==> images/flops_by_reg.png <==
The bar under the picture is 100 µm long. Other sequential cells in the stronger gray, the rest of the logic in the fainter gray.
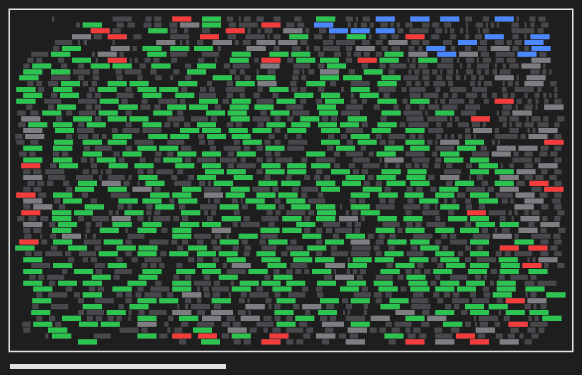
==> images/logic_types.png <==
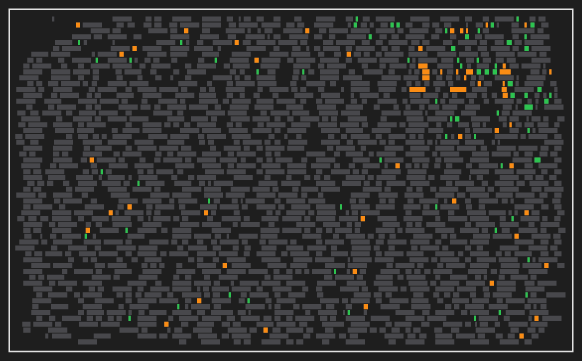
File: config.mk
export PLATFORM = sky130hd
export DESIGN_NAME = vpi_mbox_responder_flat
export DESIGN_NICKNAME = d
export VERILOG_FILES = /design/src/rtl/vpi_mbox_responder_pkg.sv /design/src/rtl/vpi_mbox_responder_if.sv /design/src/rtl/vpi_mbox_responder_toggle_detect.sv /design/src/rtl/vpi_mbox_responder.sv /design/src/flat_wrapper.sv
export SDC_FILE = /design/constraint.sdc
export NUM_CORES = 1
export LEC_CHECK = 0
export CAP_MARGIN = 10
export CELL_PAD_IN_SITES_DETAIL_PLACEMENT = 1
export CELL_PAD_IN_SITES_GLOBAL_PLACEMENT = 1
export CORE_ASPECT_RATIO = 0.6
export CORE_MARGIN = 2
export CORE_UTILIZATION = 55
export DETAILED_ROUTE_END_ITERATION = 12
export PLACE_DENSITY_LB_ADDON = 0.1
export SYNTH_ARGS = -nofsm -noshare
export SYNTH_HDL_FRONTEND = slang
export SYNTH_SLANG_ARGS = --single-unit
File: constraint.sdc
create_clock -name clk -period 25.6 [get_ports clk]
set_input_delay 3.84 -clock clk [delete_from_list [all_inputs] [get_ports clk]]
set_output_delay 3.84 -clock clk [all_outputs]
set_load 0.01 [all_outputs]
File: src/rtl/vpi_mbox_responder_pkg.sv
// Shared types and constants for the VPI mailbox responder.
package vpi_mbox_pkg;

    localparam int unsigned OP_W  = 2;
    localparam int unsigned ST_W  = 2;
    localparam int unsigned CNT_W = 16;

    typedef enum logic [OP_W-1:0] {
        OP_NOP   = 2'b00,
        OP_WRITE = 2'b01,
        OP_READ  = 2'b10,
        OP_CLEAR = 2'b11
    } op_e;

    typedef enum logic [ST_W-1:0] {
        ST_OK       = 2'b00,
        ST_BAD_ADDR = 2'b01,
        ST_BAD_OP   = 2'b10
    } status_e;

    typedef enum logic [1:0] {
        S_IDLE = 2'b00,
        S_EXEC = 2'b01,
        S_CLR  = 2'b10,
        S_RESP = 2'b11
    } state_e;

    // Clear-index width: wide enough to count to depth, never narrower than 5 bits.
    function automatic int unsigned clr_idx_w(input int unsigned depth);
        int unsigned w;
        w = 32'($clog2(depth + 1));
        return (w < 5) ? 5 : w;
    endfunction

endpackage

File: src/rtl/vpi_mbox_responder_if.sv
// Host-facing request/response bundle of the mailbox responder.
interface vpi_mbox_responder_if
    import vpi_mbox_pkg::*;
#(
    parameter int unsigned DATA_W = 32,
    parameter int unsigned ADDR_W = 4
);

    logic              req_toggle;
    logic [OP_W-1:0]   req_op;
    logic [ADDR_W-1:0] req_addr;
    logic [DATA_W-1:0] req_wdata;

    logic              ack_toggle;
    logic [DATA_W-1:0] rsp_rdata;
    logic [ST_W-1:0]   rsp_status;
    logic              busy;
    logic              overrun;
    logic [CNT_W-1:0]  req_count;

    modport master (
        output req_toggle, req_op, req_addr, req_wdata,
        input  ack_toggle, rsp_rdata, rsp_status, busy, overrun, req_count
    );

    modport slave (
        input  req_toggle, req_op, req_addr, req_wdata,
        output ack_toggle, rsp_rdata, rsp_status, busy, overrun, req_count
    );

endinterface

File: src/rtl/vpi_mbox_responder_toggle_detect.sv
// Request-toggle tracker: remembers the last accepted toggle level and flags
// toggle edges that arrive while the responder cannot accept.
module vpi_toggle_detect (
    input  logic clk,
    input  logic rst,
    input  logic tgl_in,
    input  logic accept,
    output logic pending,
    output logic changed_while_busy
);

    logic r_req_seen;
    logic r_tgl_d;

    // Track the accepted level and the previous sample of the host toggle.
    always_ff @(posedge clk or posedge rst) begin
        if (rst) begin
            r_req_seen <= 1'b0;
            r_tgl_d    <= 1'b0;
        end else begin
            r_tgl_d <= tgl_in;
            if (accept && pending) begin
                r_req_seen <= tgl_in;
            end
        end
    end

    assign pending            = (tgl_in != r_req_seen);
    assign changed_while_busy = !accept && (tgl_in != r_tgl_d);

endmodule

File: src/rtl/vpi_mbox_responder.sv
// Design-side responder for host-posted mailbox requests: detects a toggle,
// runs WRITE/READ/CLEAR on mem[], and answers with an ack toggle.
module vpi_mbox_responder
    import vpi_mbox_pkg::*;
#(
    parameter int unsigned DATA_W = 32,
    parameter int unsigned ADDR_W = 4,
    parameter int unsigned DEPTH  = 12
) (
    input  logic                 clk,
    input  logic                 rst,
    vpi_mbox_responder_if.slave  bus
);

    localparam int unsigned CLR_W = clr_idx_w(DEPTH);
    localparam int unsigned IDX_W = (DEPTH > 1) ? 32'($clog2(DEPTH)) : 1;

    // Kept as plain named variables so VPI can locate them by scope.
    state_e            state;
    logic [DATA_W-1:0] mem [DEPTH];

    state_e            w_state_nxt;
    logic              w_idle;
    logic              w_pending;
    logic              w_changed_busy;
    logic              w_accept;
    logic              w_exec;
    logic              w_clr_step;
    logic              w_clr_last;
    logic              w_resp;
    logic              w_addr_bad;
    logic              w_mem_we;
    logic [DATA_W-1:0] w_mem_rd;

    op_e               r_op;
    logic [ADDR_W-1:0] r_addr;
    logic [DATA_W-1:0] r_wdata;
    logic [DATA_W-1:0] r_rdata_q;
    status_e           r_status_q;
    logic [CLR_W-1:0]  r_clr_idx;
    logic              r_busy;
    logic              r_ack;
    logic              r_overrun;
    logic [CNT_W-1:0]  r_count;
    logic [DATA_W-1:0] r_rsp_rdata;
    status_e           r_rsp_status;

    assign w_idle     = (state == S_IDLE);
    assign w_addr_bad = (32'(r_addr) >= DEPTH);
    assign w_clr_last = (r_clr_idx == CLR_W'(DEPTH - 1));
    assign w_mem_we   = w_exec && (r_op == OP_WRITE) && !w_addr_bad;
    // Out-of-range indices are never consumed: w_addr_bad masks them.
    assign w_mem_rd   = mem[r_addr[IDX_W-1:0]];

    vpi_toggle_detect u_toggle_detect (
        .clk                (clk),
        .rst                (rst),
        .tgl_in             (bus.req_toggle),
        .accept             (w_idle),
        .pending            (w_pending),
        .changed_while_busy (w_changed_busy)
    );

    // State register.
    always_ff @(posedge clk or posedge rst) begin
        if (rst) begin
            state <= S_IDLE;
        end else begin
            state <= w_state_nxt;
        end
    end

    // Next-state and per-phase strobes.
    always_comb begin
        w_state_nxt = state;
        w_accept    = 1'b0;
        w_exec      = 1'b0;
        w_clr_step  = 1'b0;
        w_resp      = 1'b0;
        case (state)
            S_IDLE: begin
                if (w_pending) begin
                    w_accept    = 1'b1;
                    w_state_nxt = S_EXEC;
                end
            end
            S_EXEC: begin
                w_exec      = 1'b1;
                w_state_nxt = (r_op == OP_CLEAR) ? S_CLR : S_RESP;
            end
            S_CLR: begin
                w_clr_step = 1'b1;
                if (w_clr_last) begin
                    w_state_nxt = S_RESP;
                end
            end
            S_RESP: begin
                w_resp      = 1'b1;
                w_state_nxt = S_IDLE;
            end
            default: w_state_nxt = S_IDLE;
        endcase
    end

    // Latch the request on accept; busy spans accept to ack.
    always_ff @(posedge clk or posedge rst) begin
        if (rst) begin
            r_op    <= OP_NOP;
            r_addr  <= '0;
            r_wdata <= '0;
            r_busy  <= 1'b0;
        end else begin
            if (w_accept) begin
                r_op    <= op_e'(bus.req_op);
                r_addr  <= bus.req_addr;
                r_wdata <= bus.req_wdata;
                r_busy  <= 1'b1;
            end else if (w_resp) begin
                r_busy  <= 1'b0;
            end
        end
    end

    // Execute phase result capture and clear-index sequencing.
    always_ff @(posedge clk or posedge rst) begin
        if (rst) begin
            r_rdata_q  <= '0;
            r_status_q <= ST_OK;
            r_clr_idx  <= '0;
        end else begin
            if (w_exec) begin
                r_rdata_q  <= '0;
                r_status_q <= ST_OK;
                r_clr_idx  <= '0;
                if (r_op != OP_CLEAR && w_addr_bad) begin
                    r_status_q <= ST_BAD_ADDR;
                end else if (r_op == OP_READ) begin
                    r_rdata_q  <= w_mem_rd;
                end
            end else if (w_clr_step) begin
                r_clr_idx <= r_clr_idx + CLR_W'(1);
            end
        end
    end

    // Response publish: data, status, ack flip and count move together.
    always_ff @(posedge clk or posedge rst) begin
        if (rst) begin
            r_rsp_rdata  <= '0;
            r_rsp_status <= ST_OK;
            r_ack        <= 1'b0;
            r_count      <= '0;
        end else if (w_resp) begin
            r_rsp_rdata  <= r_rdata_q;
            r_rsp_status <= r_status_q;
            r_ack        <= ~r_ack;
            r_count      <= r_count + CNT_W'(1);
        end
    end

    // Sticky record of host toggles lost while busy.
    always_ff @(posedge clk or posedge rst) begin
        if (rst) begin
            r_overrun <= 1'b0;
        end else if (w_changed_busy) begin
            r_overrun <= 1'b1;
        end
    end

    // Storage: one register per entry; clear sweep and write never overlap.
    for (genvar g = 0; g < DEPTH; g++) begin : g_mem
        // Entry g: cleared by reset or the sweep, loaded by an in-range WRITE.
        always_ff @(posedge clk or posedge rst) begin
            if (rst) begin
                mem[g] <= '0;
            end else if (w_clr_step && (r_clr_idx == CLR_W'(g))) begin
                mem[g] <= '0;
            end else if (w_mem_we && (r_addr == ADDR_W'(g))) begin
                mem[g] <= r_wdata;
            end
        end
    end

    assign bus.ack_toggle = r_ack;
    assign bus.rsp_rdata  = r_rsp_rdata;
    assign bus.rsp_status = r_rsp_status;
    assign bus.busy       = r_busy;
    assign bus.overrun    = r_overrun;
    assign bus.req_count  = r_count;

endmodule

File: src/flat_wrapper.sv
// flat-port wrapper written by rule: the top's interface ports become plain ports
module vpi_mbox_responder_flat import vpi_mbox_pkg::*;
#(
    parameter int unsigned DATA_W = 32,
    parameter int unsigned ADDR_W = 4,
    parameter int unsigned DEPTH  = 12
)
  (clk, rst, bus_req_toggle, bus_req_op, bus_req_addr, bus_req_wdata, bus_ack_toggle, bus_rsp_rdata, bus_rsp_status, bus_busy, bus_overrun, bus_req_count);
  vpi_mbox_responder_if #(.DATA_W(DATA_W), .ADDR_W(ADDR_W)) bus_i ();
  input  logic clk;
  input  logic rst;
  input wire logic [$bits(bus_i.req_toggle)-1:0] bus_req_toggle;
  input wire logic [$bits(bus_i.req_op)-1:0] bus_req_op;
  input wire logic [$bits(bus_i.req_addr)-1:0] bus_req_addr;
  input wire logic [$bits(bus_i.req_wdata)-1:0] bus_req_wdata;
  output wire logic [$bits(bus_i.ack_toggle)-1:0] bus_ack_toggle;
  output wire logic [$bits(bus_i.rsp_rdata)-1:0] bus_rsp_rdata;
  output wire logic [$bits(bus_i.rsp_status)-1:0] bus_rsp_status;
  output wire logic [$bits(bus_i.busy)-1:0] bus_busy;
  output wire logic [$bits(bus_i.overrun)-1:0] bus_overrun;
  output wire logic [$bits(bus_i.req_count)-1:0] bus_req_count;
  assign bus_i.req_toggle = bus_req_toggle;
  assign bus_i.req_op = bus_req_op;
  assign bus_i.req_addr = bus_req_addr;
  assign bus_i.req_wdata = bus_req_wdata;
  assign bus_ack_toggle = bus_i.ack_toggle;
  assign bus_rsp_rdata = bus_i.rsp_rdata;
  assign bus_rsp_status = bus_i.rsp_status;
  assign bus_busy = bus_i.busy;
  assign bus_overrun = bus_i.overrun;
  assign bus_req_count = bus_i.req_count;
  vpi_mbox_responder #(.DATA_W(DATA_W), .ADDR_W(ADDR_W), .DEPTH(DEPTH)) u_core (.clk(clk), .rst(rst), .bus(bus_i));
endmodule
==> results.sh <==
# source this file to load flow results
export IMPL_clock_power_share_pct=24.2
export IMPL_largestPowerGroup="sequential cells"
export IMPL_worstPathCellList="clkdlybuf4s50_1, inv_8, buf_12"
export IMPL_fin_nets=1572
export IMPL_critical_path_buf_inv_count=3
export IMPL_detail_route_first_pass_iterations=5
export IMPL_slew_limit_headroom_pct=17.6
export IMPL_post_cts_setup_buffer_count=0
export IMPL_maxUsedRoutingLayer="met4"
export IMPL_power_density_mw_per_mm2=119
export IMPL_min_path_type="flop to flop"
export IMPL_cts_resized_gates=0
export IMPL_groute_usage_overall_pct=33.1
export IMPL_synth_flop_count=516
export IMPL_layout_top_cells="sky130_fd_sc_hd__dfrtp_1 (513), sky130_fd_sc_hd__a22o_1 (385), sky130_fd_sc_hd__mux4_2 (96)"
export IMPL_timing_rr_start="u_core.state[1]"
export IMPL_first_global_vias=15400
export IMPL_final_min_period_over_clock_period_pct=21.4
export IMPL_seq_power_share_pct=47.0
export IMPL_crit_path_end="u_core.mem[110]"
export IMPL_routed_wirelength_mm=65.8
export IMPL_io_pins=94
export IMPL_highest_utilization_routing_layer_at_the_global_route_stage="met1"
export IMPL_gr_usage_met3_pct=6.76
export IMPL_drt_initial_drc_count=1491
export IMPL_grt_met2_usage_pct=49.3
export IMPL_rrSetupSlack_ps=21780
export IMPL_hold_buffers=0
export IMPL_non_clock_inverter_count=11
export IMPL_hp_start="u_core.bus.ack_toggle"
export IMPL_p_sw_share_pct=34.4
export IMPL_die_area_mm2=0.0411
export IMPL_largest_register_ffs=384
export IMPL_timing_final_hold_violations=0
export IMPL_placed_area_mm2=0.0231
export IMPL_use_met1_pct=50.0
export IMPL_outcome="complete, no violations"
export IMPL_final_layout_size_suffix_gt1_share_pct=20.5
export IMPL_worst_hold_path_endpoint="u_core.bus.ack_toggle"
export IMPL_design_seq_count=516
export IMPL_route_detailed_drc=0
export IMPL_timing_worst_setup_path_type="primary input to async pin"
export IMPL_synth_top_cell_by_area="sky130_fd_sc_hd__dfrtp_1"
export IMPL_core_rowCount=56
export IMPL_synth_area_mm2=0.0217
export IMPL_cp_data_required_time_ps=26140
export IMPL_antenna_found_initial=0
export IMPL_maximum_operating_frequency_ghz=0.183
export IMPL_post_dp_hpwl_mm=36.0
export IMPL_cts_num_sinks=516
export IMPL_postSynthSeqShare_pct=59.5
export IMPL_route_layer_met1_wl_mm=29.1
export IMPL_met2RoutedLength_mm=29.5
export IMPL_power_static_leakage_nw=11.3
export IMPL_syn_num_nets=1542
export IMPL_core_area_mm2=0.0390
export IMPL_clock_latency_ps=570
export IMPL_post_synth_edffs=0
export IMPL_route_vias_total=14600
export IMPL_routedWlPerCell_um=31.7
export IMPL_switchingPower_mw=1.00
export IMPL_yosysWarningCount=0
export IMPL_finClkSkew_ps=10.5
export IMPL_start_kind="primary input"
export IMPL_hold_path_cell_count=1
export IMPL_slowest_stage="sky130_fd_sc_hd__inv_8"
export IMPL_library_cell_with_the_highest_instance_count_after_synthesis="sky130_fd_sc_hd__dfrtp_1"
export IMPL_multi_input_comb_cells=810
export IMPL_timing_setup_tns_ps=0
export IMPL_pwr_share_comb_pct=28.8
export IMPL_grt_overflow=0
export IMPL_die_w_um=260
export IMPL_comb_area_mm2=0.00825
export IMPL_r2r_end="u_core.mem[357]"
export IMPL_crit_path_max_cell_delay_ps=640
export IMPL_worst_path_max_fanout=174
export IMPL_detailroute_wirelength_met3_mm=5.70
export IMPL_pwr_group_clock_mw=0.707
export IMPL_fp_utilization_pct=55.7
export IMPL_critical_path_top_delay_family="buffers and inverters"
export IMPL_synthesis_instances=1491
export IMPL_setup_viol_count_final=0
export IMPL_grt_max_degree=175
export IMPL_io_buffers=92
export IMPL_timing_final_crit_period_ps=5470
export IMPL_chipHeight_um=158
export IMPL_buffers=135
export IMPL_yosys_stat_area_mm2=0.0217
export IMPL_fillerInstances=3536
export IMPL_ff_type="sky130_fd_sc_hd__dfrtp_1"
export IMPL_setup_worst_path_start="rst"
export IMPL_max_cap_viol_count=0
export IMPL_clk_path_buf_depth=3
export IMPL_tap_cell_count=522
export IMPL_drv_slew=0
export IMPL_clock_root_buffer="sky130_fd_sc_hd__clkbuf_16"
export IMPL_number_of_inserted_diodes=0
export IMPL_power_combinational_mw=0.842
export IMPL_yosys_top_cells_area="sky130_fd_sc_hd__dfrtp_1 (59%), sky130_fd_sc_hd__a22o_1 (16%), sky130_fd_sc_hd__mux4_2 (10%)"
export IMPL_nonClkBufAreaFrac_pct=5.10
export IMPL_tritoncts="yes"
export IMPL_timing_critical_path_depth=3
export IMPL_warnings=37
export IMPL_grt_first_pass_wirelength_mm=101
export IMPL_max_slew_worst_pin_slew_ps=1230
export IMPL_power_report_internal_total_mw=1.92
export IMPL_worst_r2r_path_depth=8
export IMPL_average_cell_area_after_synthesis_um2=14.6
export IMPL_ant_nets=0
export IMPL_largest_register="u_core.mem"
export IMPL_routabilityCongestion=0.765
export IMPL_final_clkbuf_count=70
export IMPL_cts_buffers=47
export IMPL_layout_area_top_class="registers"
export IMPL_ys_async_rst_share_pct=100
export IMPL_ir_worst_vdd_mv=0.0611
export IMPL_grt_setup_unrepaired="no"
export IMPL_yosys_cells=1491
export IMPL_cts_clk_slew_worst_paths_ps=60
export IMPL_synthTopCellsByCount="sky130_fd_sc_hd__dfrtp_1 (516), sky130_fd_sc_hd__a22o_1 (385), sky130_fd_sc_hd__clkbuf_1 (99), sky130_fd_sc_hd__mux4_2 (96), sky130_fd_sc_hd__mux2_2 (73)"
export IMPL_yosys_cell_types_count=45
export IMPL_layout_cell_area_non_filler_mm2=0.0246
export IMPL_endpoint_kind="async pin"
export IMPL_yosysTopAreaCellShare_pct=59.5
export IMPL_route_detailed_vias_per_inst=7.02
export IMPL_synthToLayoutAreaGrowth_pct=13.5
Back to the opening pictures, flops_by_reg.png:
Green stands for u_core.mem, sequential cells 384, where widely spread. Blue stands for u_core.bus.req_count, sequential cells 16, where north-east. Red stands for u_core.bus.rsp_rdata, sequential cells 32, where widely spread.
Another 84 sequential cells are not colored.
final design utilization: 63.2%
Seq area share: 52.5%
area taken by flip-flops and latches: 0.0129 mm²
Seq power: 1.37 mW

Back to the opening pictures, logic_types.png:
Green stands for NAND gates, cells 66, most used nand2_1, where widely spread. Orange stands for NOR gates, cells 54, most used nor2b_1, where widely spread.
most common library cell in the layout ignoring fill and taps: sky130_fd_sc_hd__dfrtp_1
Final Instance Count excl. Fillers: 2076
combinational share of cell area: 33.5%

-- kinds of logic after synthesis --
group | after synthesis | synth area share (%)
flops | 516 | 59.5
compound gates | 484 | 18.7
mux | 170 | 13.8
buf+inv | 165 | 3.42
simple gates | 127 | 3.27
xor+xnor | 18 | 0.726
fa+ha+maj | 10 | 0.576
other cells | 1 | 0.0173
-- metrics by stage --
| step | power, mW | instances | setup slack [ps] |
|---|---|---|---|
| floorplan | 1.89 | 1491 | 7350 |
| finish | 2.92 | 2076 | 20130 |
| global route | 3.05 | 2076 | 19830 |
| CTS | 2.92 | 2076 | 20020 |
| global placement | 2.14 | 1994 | 19520 |
| detailed placement | 2.20 | 1994 | 19420 |
No activity file was given, so power comes from the tool's default toggle rates.
